File: config.mk
export PLATFORM = sky130hd
export DESIGN_NAME = rsa_timing_probe
export DESIGN_NICKNAME = d
export VERILOG_FILES = /design/src/rtl/rsa_timing_probe.sv
export SDC_FILE = /design/constraint.sdc
export NUM_CORES = 1
export LEC_CHECK = 0
export CAP_MARGIN = 20
export CORE_UTILIZATION = 52
export CTS_CLUSTER_SIZE = 8
export DETAILED_ROUTE_END_ITERATION = 10
export PLACE_DENSITY = 0.7
export SYNTH_ARGS = -nofsm -noshare
export SYNTH_HDL_FRONTEND = slang
export SYNTH_SLANG_ARGS = --single-unit
File: constraint.sdc
create_clock -name clk -period 6.9 [get_ports clk]
set_input_delay 1.38 -clock clk [delete_from_list [all_inputs] [get_ports clk]]
set_output_delay 1.38 -clock clk [all_outputs]
set_load 0.005 [all_outputs]
File: src/rtl/rsa_timing_probe.sv
// rsa_timing_probe
//   Measures the latency of an RSA decryptor, in clock cycles from its start
//   pulse to its finish pulse. Each completed measurement is queued together
//   with the decrypted message in a small first-word-fall-through FIFO.
//   Abandoned measurements (timeout) and dropped entries (FIFO full) raise
//   sticky flags until they are cleared.
//
// Parameters
//   CNT_W   : width of the latency counter and of the recorded latency
//   DEPTH   : number of FIFO entries (power of two, >= 2)
//   TIMEOUT : cycle count at which a running measurement is abandoned
//
// Ports
//   clk        in   single clock, rising edge
//   rst        in   synchronous active-high reset
//   dec_start  in   start pulse seen by the decryptor
//   dec_finish in   finish pulse from the decryptor
//   dec_m      in   decrypted message, valid with dec_finish
//   clr_flags  in   clears overflow / timeout
//   rd_ready   in   consumer accepts the head entry
//   rd_valid   out  FIFO non-empty
//   rd_cycles  out  latency of the head entry
//   rd_m       out  message of the head entry
//   count      out  FIFO occupancy
//   busy       out  measurement in progress
//   overflow   out  sticky: a finished measurement was dropped (FIFO full)
//   timeout    out  sticky: a measurement hit TIMEOUT
module rsa_timing_probe #(
    parameter int CNT_W   = 24,
    parameter int DEPTH   = 8,
    parameter int TIMEOUT = 1000000
) (
    input  logic                     clk,
    input  logic                     rst,
    input  logic                     dec_start,
    input  logic                     dec_finish,
    input  logic [15:0]              dec_m,
    input  logic                     clr_flags,
    input  logic                     rd_ready,
    output logic                     rd_valid,
    output logic [CNT_W-1:0]         rd_cycles,
    output logic [15:0]              rd_m,
    output logic [$clog2(DEPTH):0]   count,
    output logic                     busy,
    output logic                     overflow,
    output logic                     timeout
);

    localparam int PW = $clog2(DEPTH);
    localparam int CW = PW + 1;

    typedef enum logic [0:0] {
        ST_IDLE    = 1'b0,
        ST_MEASURE = 1'b1
    } state_t;

    state_t             state_q, state_d;
    logic [CNT_W-1:0]   cnt_q, cnt_d;
    logic [PW-1:0]      wr_ptr_q, wr_ptr_d;
    logic [PW-1:0]      rd_ptr_q, rd_ptr_d;
    logic [CW-1:0]      count_q, count_d;
    logic               overflow_q, overflow_d;
    logic               timeout_q, timeout_d;

    logic [CNT_W-1:0]   mem_cycles_q [DEPTH];
    logic [15:0]        mem_m_q      [DEPTH];

    logic               push_req_s;
    logic               push_ok_s;
    logic               pop_s;
    logic               full_s;
    logic               timeout_evt_s;

    // Measurement FSM: start loads 1, each further cycle adds 1, so the value
    // held when finish is sampled equals the number of edges since start.
    always_comb begin
        state_d       = state_q;
        cnt_d         = cnt_q;
        push_req_s    = 1'b0;
        timeout_evt_s = 1'b0;
        case (state_q)
            ST_IDLE: begin
                if (dec_start) begin
                    state_d = ST_MEASURE;
                    cnt_d   = CNT_W'(1);
                end else begin
                    cnt_d   = cnt_q;
                end
            end
            ST_MEASURE: begin
                // finish has priority over the timeout check and over a
                // coincident start
                if (dec_finish) begin
                    push_req_s = 1'b1;
                    state_d    = ST_IDLE;
                    cnt_d      = '0;
                end else if (cnt_q >= CNT_W'(TIMEOUT)) begin
                    timeout_evt_s = 1'b1;
                    state_d       = ST_IDLE;
                    cnt_d         = '0;
                end else begin
                    cnt_d = cnt_q + CNT_W'(1);
                end
            end
            default: begin
                state_d = ST_IDLE;
                cnt_d   = '0;
            end
        endcase
    end

    // FIFO control: a full FIFO still accepts a push when the head leaves in
    // the same cycle.
    always_comb begin
        full_s    = (count_q == CW'(DEPTH));
        pop_s     = (count_q != CW'(0)) && rd_ready;
        push_ok_s = push_req_s && (!full_s || pop_s);
        wr_ptr_d  = push_ok_s ? wr_ptr_q + PW'(1) : wr_ptr_q;
        rd_ptr_d  = pop_s     ? rd_ptr_q + PW'(1) : rd_ptr_q;
        if (push_ok_s && !pop_s) begin
            count_d = count_q + CW'(1);
        end else if (pop_s && !push_ok_s) begin
            count_d = count_q - CW'(1);
        end else begin
            count_d = count_q;
        end
    end

    // Sticky flags: a set event in the same cycle as clr_flags wins.
    always_comb begin
        overflow_d = clr_flags ? 1'b0 : overflow_q;
        timeout_d  = clr_flags ? 1'b0 : timeout_q;
        if (push_req_s && !push_ok_s) begin
            overflow_d = 1'b1;
        end else begin
            overflow_d = overflow_d;
        end
        if (timeout_evt_s) begin
            timeout_d = 1'b1;
        end else begin
            timeout_d = timeout_d;
        end
    end

    // State, counter, pointers and flags.
    always_ff @(posedge clk) begin
        if (rst) begin
            state_q    <= ST_IDLE;
            cnt_q      <= '0;
            wr_ptr_q   <= '0;
            rd_ptr_q   <= '0;
            count_q    <= '0;
            overflow_q <= 1'b0;
            timeout_q  <= 1'b0;
        end else begin
            state_q    <= state_d;
            cnt_q      <= cnt_d;
            wr_ptr_q   <= wr_ptr_d;
            rd_ptr_q   <= rd_ptr_d;
            count_q    <= count_d;
            overflow_q <= overflow_d;
            timeout_q  <= timeout_d;
        end
    end

    // FIFO storage; contents are don't-care while empty, so no reset.
    always_ff @(posedge clk) begin
        if (!rst && push_ok_s) begin
            mem_cycles_q[wr_ptr_q] <= cnt_q;
            mem_m_q[wr_ptr_q]      <= dec_m;
        end
    end

    assign rd_valid  = (count_q != CW'(0));
    assign rd_cycles = mem_cycles_q[rd_ptr_q];
    assign rd_m      = mem_m_q[rd_ptr_q];
    assign count     = count_q;
    assign busy      = (state_q == ST_MEASURE);
    assign overflow  = overflow_q;
    assign timeout   = timeout_q;

endmodule

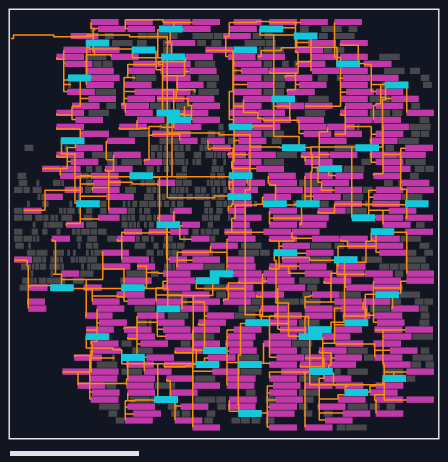
Fig. 1. Clock distribution (run 1).
Bar = 50 um.
Key: cyan = clock drivers [count 50]; magenta = flip-flops [count 360]; orange = clock wires [length 4170 um]
Position of the flops: widely spread.

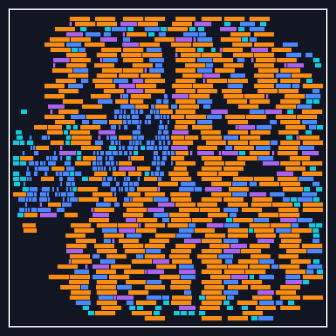
Fig. 2. Placed cells, one color a class (run 1).
Key: cyan = remaining buffers and delay cells [cells 87, share of their area 5.1%]; purple = clock drivers and dummy loads [cells 83, share of their area 8.7%]; blue = combinational and other logic [cells 320, share of their area 22%]; orange = sequential cells [cells 360, share of their area 64%]

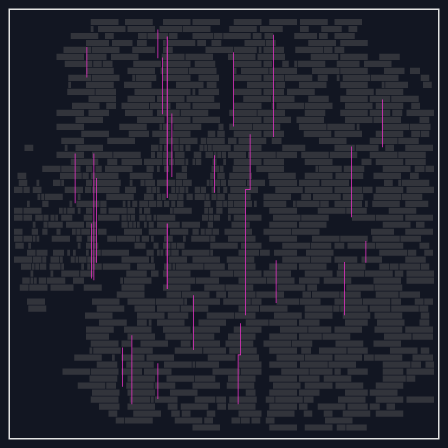
Fig. 3. M4 wires (run 1).
12 nets have wire on it. The layer carries 631 um of wire. The layer holds 2.3% of the routed length. The wires run mostly vertical. The longest straight run is 62.6 um.

==> out/results.ini, run 1 <==
[status]
status=finished with violations
violations=DRC

[final_timing]
slew_viol_final=0
fin_tns_setup_ns=0
hold_viol=0
fmax_mhz=208

[detailed_routing]
ant_nets=0
drc=6
via_per_inst=5.99
drt_wl_total_um=27300
wl_per_cell_um=23.1

[synth]
yosys_area_mm2=0.0141
fp_nets=744
fa_ha_area_share_pct=0.765
synth-xor-area-share_pct=0.685
synthTopCellsByArea=edfxtp_1 (68%), mux4_2 (13%), dfxtp_1 (5.7%), mux2_2 (3.3%), nor2_1 (0.88%)
edf_count=320
ys_cells=714
common_cells=edfxtp_1 (320), mux4_2 (80), mux2_2 (41), dfxtp_1 (40), nor2_1 (33)

[clock_network]
cts_buffers=50
clock_latency_ns=0.55
cts_setup_buffers=0
cts_tree=done
cts_resized=0
root_buffer=clkbuf_16

[final_layout]
diodes=0
area_growth_pct=18.4
lay_top_cells=edfxtp_1 (320), mux4_2 (80), clkdlybuf4s50_1 (69)
num-fill-cells=1771

[floorplanning]
die_area_mm2=0.0277
core_area_mm2=0.0263
rows=59
die_h_um=167

[setup_path]
r2r_cells=10
worst-path-max-fanout=47
critPathLaunchType=register
path_class=reg2out
cp.depth=4
cp.required_ns=5.52
crit_path_top_delay_cell=dfxtp_4
critPathTopFamily=buffers and inverters
regToRegStartpoint=count[0]

[power]
p_total_mw=5.33

[grt]
antenna_found_initial=0
grt_pass1_vias=7672
grt_usage_pct=20.6

[placed_design]
place_area_mm2=0.0152
port_buffers=69

[job]
warnings=28

## run 1: worst min path at each step
stage	from	depth (start not counted)	end	slack, ns
floorplan	timeout	2	timeout	0.45
global placement	timeout	2	timeout	0.46
detailed placement	timeout	2	timeout	0.47
CTS	timeout	2	timeout	0.48
global route	timeout	2	timeout	0.51
finish	timeout	2	timeout	0.48
## run 1: final cells by class
class	count	area share, %
Inverter	9	0.203
Multi-Input combinational cell	311	21.3
Clock buffer	81	8.33
Timing Repair Buffer	87	4.98
Tap cell	335	2.52
Clock inverter	2	0.195
Sequential cell	360	62.5
## run 1: cell families after synthesis
kind of cell               count (synthesis)
AOI/OAI and AO/OA                         45
xor gates and xnor gates                  11
adders and majority gates                  8
buffers and inverters                     43
DFF                                      360
muxes                                    125
and+or+nand+nor                          122
## run 1: layer usage
| layer | routed length, um | GRT usage, % | up-vias | share of wire, % |
|---|---|---|---|---|
| li1 | - | - | 3167 | - |
| met3 | 1250 | 3.83 | 59 | 4.6 |
| met4 | 631 | 6.76 | 0 | 2.3 |
| met1 | 11700 | 27.2 | 3661 | 43 |
| met5 | 0 | 0 | - | 0 |
| met2 | 13800 | 34.7 | 209 | 50 |
## run 1: stage by stage
step           instances  setup WS [ns]
2_1_floorplan        714          0.590
3_3_place_gp        1101           2.57
3_5_place_dp        1101           2.50
4_1_cts             1184           1.96
5_1_grt             1185           1.82
6_report            1185           2.09
## run 1: power by group
part | leakage, nW | total [mW] | internal [mW] | switching [mW]
registers | 3.23 | 2.48 | 2.38 | 0.0919
logic | 1.30 | 0.664 | 0.432 | 0.232
clock network | 0.678 | 2.19 | 1.36 | 0.837
total | 5.21 | 5.33 | 4.17 | 1.16
--- run 2 (diff from run 1) ---
Settings changed: PLACE_DENSITY 0.7 to 0.73.
Clock period 6.9 ns to 4.1 ns, I/O delays scaled along.
==> run 2 against run 1 <==
Net effect:
- the flow still finishes with violations (DRC)
- design area is 0.62% higher
- highest routed layer unchanged
- routed wire length is 0.69% lower
- clock power is 68% higher
- largest power group unchanged
- global-route usage is 0.22 points lower
- non-clock buffer count stayed put
- sequential share of layout area is 0.39 points lower
- worst setup slack worse by 1.5 ns
==> out/results.ini, run 2 <==
[synth]
ys_cells=714  ; unchanged
yosys_area_mm2=0.0141  ; unchanged
ys.flops=360
fp_nets=744  ; unchanged
common_cells=edfxtp_1 (320), mux4_2 (80), mux2_2 (41), dfxtp_1 (40), nor2_1 (33)
top_area_share_pct=68.3
edf_count=320  ; unchanged
synthTopCellsByArea=edfxtp_1 (68%), mux4_2 (13%), dfxtp_1 (5.7%), mux2_2 (3.3%), nor2_1 (0.88%)
syn_inst=714
synth_area_per_cell_um2=19.7

[final_layout]
area_growth_pct=19.2
regMostFlops=mem_cycles_q
instances_no_fill=1185  ; unchanged
diodes=0  ; unchanged
largestRegisters=mem_cycles_q: 192 flops, mem_m_q: 128 flops, cnt_q: 24 flops
lay_top_cells=edfxtp_1 (320), mux4_2 (80), clkdlybuf4s50_1 (69)

[status]
violations=DRC
status=finished with violations

[setup_path]
r2r_cells=10  ; unchanged
arrival_ns=2.64
worst-path-max-fanout=38  ; -19%
regToRegStartpoint=count[0]
critPathLaunchType=register
cp.required_ns=3.28  ; -2.24 ns
path_class=reg2out

[clock_network]
clock_latency_ns=0.54  ; about the same
cts_buffers=50  ; unchanged
cts_resized=0  ; unchanged
root_buffer=clkbuf_16
cts_tree=done
clock_sinks=360
cts_setup_buffers=0  ; unchanged
cts_max_level=2

[final_timing]
slew_viol_final=0  ; unchanged
fin_tns_setup_ns=0  ; unchanged
worst_pin_slew_ns=0.736
hold_viol=0  ; unchanged
slew_headroom_pct=51.0
fmax_mhz=289
setup_ws_ns=0.638  ; -1.46 ns

[power]
netSwitchingPower_mw=1.97  ; +70%
seq_power_share_pct=45.3  ; -1.1 points
internal-power_mw=7.05  ; +69%
pg_comb_mw=1.24  ; +87%
switching_share_pct=21.8  ; +0.077 points
p_seq_mw=4.08  ; +65%
p_clk_mw=3.69  ; +68%
p_leak_nw=5.23
top_power_group=sequential cells
comb_power_share_pct=13.7  ; +1.3 points
clockPowerShare_pct=41.0  ; about the same

[job]
cap_violations=0
warnings=28  ; unchanged

[detailed_routing]
ant_nets=0  ; unchanged
vias=7167
drt_wl_total_um=27200  ; -0.69%
via_per_inst=6.05  ; +1.0%
drc=6  ; unchanged
wl_per_cell_um=22.9  ; -0.69%

[grt]
antenna_found_initial=0  ; unchanged
grt_usage_pct=20.4  ; -0.22 points
grt-ovfl-total=0
grt_pass1_vias=7597  ; -0.98%

[placed_design]
dpl_worst_slack_ns=0.652  ; -1.85 ns
numPlacedInstances=1102  ; +0.091%
port_buffers=69  ; unchanged
place_area_mm2=0.0153  ; +0.76%
dpl.hpwl_um=14300

[floorplanning]
die_h_um=167  ; unchanged
die_area_mm2=0.0277  ; unchanged
io-pin-count=70
rows=59  ; unchanged
core_area_mm2=0.0263  ; unchanged

[hold_path]
hold-path-cell-count=2  ; unchanged
hold_class=reg2reg

## run 2: final cells by class
| type | count | area, um2 |
|---|---|---|
| Sequential cell | 360 | 10400 |
| Fill cell | 1691 | 9510 |
| Multi-Input combinational cell | 311 | 3590 |
| Clock buffer | 81 | 1390 |
| Timing Repair Buffer | 87 | 888 |
| Tap cell | 335 | 419 |
| Inverter | 9 | 33.8 |
| Clock inverter | 2 | 32.5 |
## run 2: worst min path at each step
stage	end	startpoint	slack, ns
after floorplan	timeout	timeout	0.45
after global placement	timeout	timeout	0.46
after detailed placement	timeout	timeout	0.46
after CTS	timeout	timeout	0.48
after global routing	register	rd_ptr_q[1]	0.50
final	timeout	timeout	0.48
## run 2: metal layers
metal / vias up / part of all wire, % / wire [um] / track usage [%]
met2: 227 / 50 / 13500 / 33.5
met1: 3725 / 43 / 11600 / 28.1
met5: - / 0 / 0 / 0
li1: 3157 / - / - / -
met4: 0 / 2.1 / 562 / 6.12
met3: 58 / 5.4 / 1460 / 3.59
## run 2: cells by family (layout without fill, tap and decap cells)
family                   count (synthesis)  after routing  synth area share [%]
adder cells (fa/ha/maj)                  8              8                 0.765
multiplexers                           125            125                  16.4
AND-OR/OR-AND                           45             45                  2.28
buffers and inverters                   43            179                  1.24
AND/OR/NAND/NOR                        122            122                  4.69
XOR/XNOR                                11             11                 0.685
flip-flops                             360            360                  74.0
## run 2: critical path, stage by stage (launching register included)
cell and delay, ns:
dfxtp_4 0.43, buf_12 0.30, mux4_2 0.56, mux2_2 0.32, clkdlybuf4s50_1 0.47
## run 2: stage by stage
step,hold WS [ns],power (mW)
after floorplan,0.447,4.91
after global placement,0.457,5.38
after detailed placement,0.456,5.41
after CTS,0.480,9.11
after global routing,0.502,9.35
final,0.482,9.02
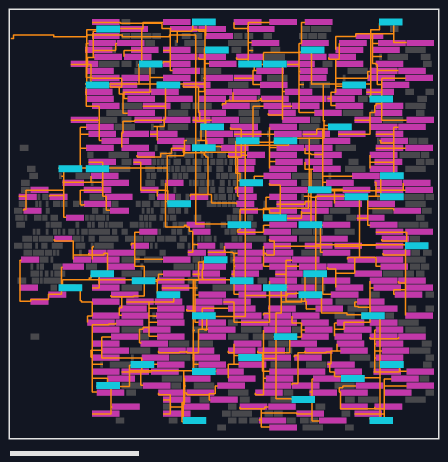
Fig. 4. Clock distribution (run 2).
Bar = 50 um.
Key: magenta = flip-flops [count 360]; cyan = clock drivers [count 50]; orange = clock wires [length 4210 um]
Position of the flops: widely spread.

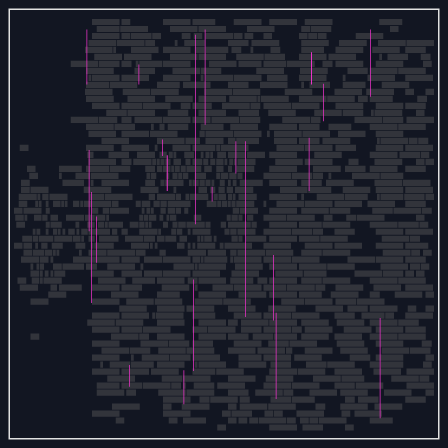
Fig. 5. M4 wires (run 2).
The longest straight run is 73.4 um. 12 nets have wire on it.

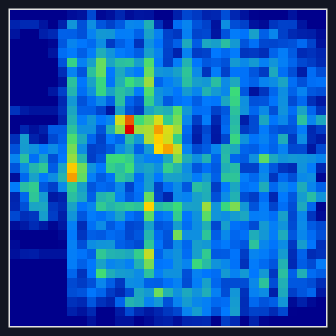
Fig. 6. Routed metal per tile (run 2).
33 x 33 tiles, from dark blue (low) to red (high), scaled to the fullest tile. Values are wire area over tile area, all layers added.
The fullest tile reaches 0.69. 4.2% of the tiles are over half the peak. The mean over all tiles is 0.16.

Fig. 7: run 2, placed cells, one color a class
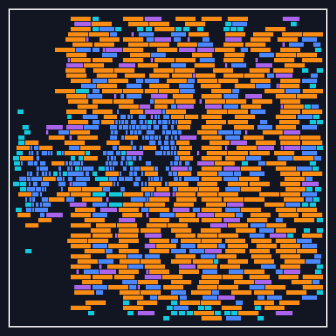

--- run 3 (diff from run 2) ---
Clock period 4.1 ns to 3.1 ns, I/O delays scaled along.
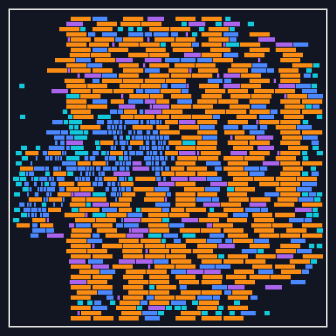
Fig. 8. Placed cells, one color a class (run 3).
Key: cyan = remaining buffers and delay cells [cells 107, share of their area 6.7%]; blue = combinational and other logic [cells 320, share of their area 22%]; orange = sequential cells [cells 360, share of their area 63%]; purple = clock drivers and dummy loads [cells 86, share of their area 8.8%]

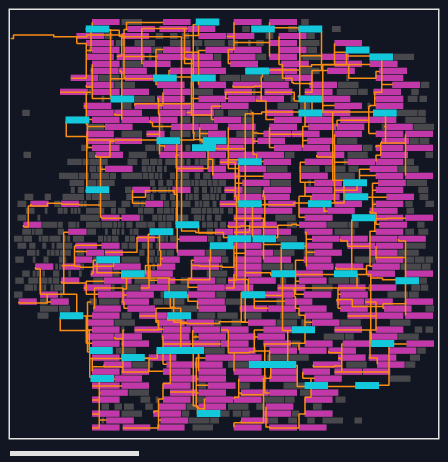
Fig. 9. Clock distribution (run 3).
Bar = 50 um.
Key: orange = clock wires [length 4150 um]; magenta = flip-flops [count 360]; cyan = clock drivers [count 51]
Position of the flops: widely spread.

==> run 3 against run 2 <==
Net effect:
- the run still ends with DRC left
- clock-buffer cell count up 2
- utilization is 1.0 points higher
- highest routed layer unchanged
- routed wire length grew 3.2%
- total power increased by 33%
- area after synthesis unchanged
- sequential share of layout area decreased by 0.99 points
- critical endpoint is now rd_cycles[0]
- flip-flop count is the same
- worst setup slack got worse by 0.54 ns
- cell count is 1.9% higher
- clock skew is essentially flat
- sequential power up 32%
==> out/results.ini, run 3 <==
[detailed_routing]
drt_wl_total_um=28000  ; +3.2%
wl_per_cell_um=23.2  ; +1.2%
drc=6  ; unchanged
via_per_inst=6.05  ; about the same
vias=7305  ; +1.9%
ant_nets=0  ; unchanged

[final_layout]
diodes=0  ; unchanged
combGateArea_mm2=0.00359  ; unchanged
instances_no_fill=1208  ; +1.9%
lay_top_cells=edfxtp_1 (320), mux4_2 (80), clkbuf_16 (52)
num-fill-cells=1691  ; unchanged
area_growth_pct=21.1

[grt]
grt-ovfl-total=0  ; unchanged
grt_pass1_vias=7857  ; +3.4%
grt_usage_pct=20.9  ; +0.50 points
use_met2_pct=35.0  ; +1.5 points
busiest_layer=met2
use_met3_pct=3.66  ; +0.071 points

[status]
violations=DRC
status=finished with violations

[final_timing]
hold_ws_ns=0.487  ; +0.00474 ns
fin_tns_setup_ns=0  ; unchanged
worst_pin_slew_ns=0.723  ; -0.0130 ns
fmax_mhz=333
setup_ws_ns=0.0941  ; -0.544 ns

[placed_design]
port_buffers=69  ; unchanged
dpl_worst_slack_ns=0.125  ; -0.527 ns
dpl.hpwl_um=15400  ; +8.3%

[floorplanning]
rows=59  ; unchanged
die_h_um=167  ; unchanged
core_area_mm2=0.0263  ; unchanged

[synth]
common_cells=edfxtp_1 (320), mux4_2 (80), mux2_2 (41), dfxtp_1 (40), nor2_1 (33)
fp_nets=744  ; unchanged
ys.flops=360  ; unchanged
ys_cells=714  ; unchanged
top_area_share_pct=68.3  ; unchanged
synthTopCellsByArea=edfxtp_1 (68%), mux4_2 (13%), dfxtp_1 (5.7%), mux2_2 (3.3%), nor2_1 (0.88%)
syn_inst=714  ; unchanged

[job]
warnings=30  ; +7.1%

[setup_path]
path_class=reg2out
critPathLaunchType=register
cp.required_ns=2.48  ; -0.80 ns

[clock_network]
clock_latency_ns=0.54  ; about the same
cts_buffers=51  ; +2.0%
cts_tree=done
clock_sinks=360  ; unchanged
root_buffer=clkbuf_16
cts_max_level=2  ; unchanged

[hold_path]
hold_class=reg2reg

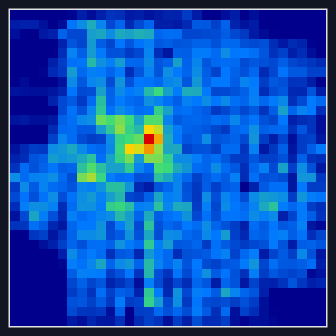
Fig. 10. Routed metal per tile (run 3).
33 x 33 tiles, from dark blue (low) to red (high), scaled to the fullest tile. Values are wire area over tile area, all layers added.
The mean over all tiles is 0.16. The densest ninth of the die: center. The emptiest ninth of the die: south-west. The fullest tile reaches 0.89.

## run 3: cell families after synthesis
logic type                 synth area share, %
AOI/OAI and AO/OA                         2.28
xor gates and xnor gates                 0.685
adders and majority gates                0.765
buffers and inverters                     1.24
DFF                                       74.0
muxes                                     16.4
and+or+nand+nor                           4.69
## run 3: worst max-delay path, stage by stage, from the launching register on
cell and delay, ns:
dfxtp_4 0.40, buf_4 0.18, mux4_2 0.50, mux2_2 0.31, clkdlybuf4s50_1 0.45
## run 3: final cells by class
cell class              instances  area share, %
well taps                     335           2.46
repair buffers                107           6.57
flip-flops and latches        360           61.1
inverters                       9          0.198
clock inverters                 3          0.198
clock buffers                  83           8.38
multi-input cells             311           21.1
## run 3: power breakdown
group          leakage [nW]  internal, mW  switching [mW]
sequential             3.23          5.31          0.0835
combinational          1.50         0.996           0.678
clock                 0.699          3.10            1.87
total                  5.43          9.40            2.63
## run 3: what timing repair did
action                                  4_1_cts  5_1_grt
setup buffers                                 2        3
endpoints found under the setup margin       39        6
gates resized                                35        2
## run 3: stage by stage
step | power [mW] | utilization, %
final | 12.0 | 64.8
after detailed placement | 7.23 | 59.3
after global placement | 7.18 | 59.3
after CTS | 12.2 | 64.7
after global routing | 12.5 | 64.8
after floorplan | 6.50 | -
## run 3: how the worst min path moves through the flow
| stage | startpoint | end | cells past startpoint |
|---|---|---|---|
| 3_3_place_gp | timeout | timeout | 2 |
| 6_report | timeout | timeout | 2 |
| 4_1_cts | timeout | timeout | 2 |
| 5_1_grt | timeout | timeout | 2 |
| 2_1_floorplan | timeout | timeout | 2 |
| 3_5_place_dp | timeout | timeout | 2 |
## run 3: per-layer routing
layer / up-vias / routed length (um)
li1: 3206 / -
met1: 3775 / 11700
met2: 257 / 14100
met3: 67 / 1500
met4: 0 / 731
met5: - / 0
No activity file was given, so power comes from the tool's default toggle rates.
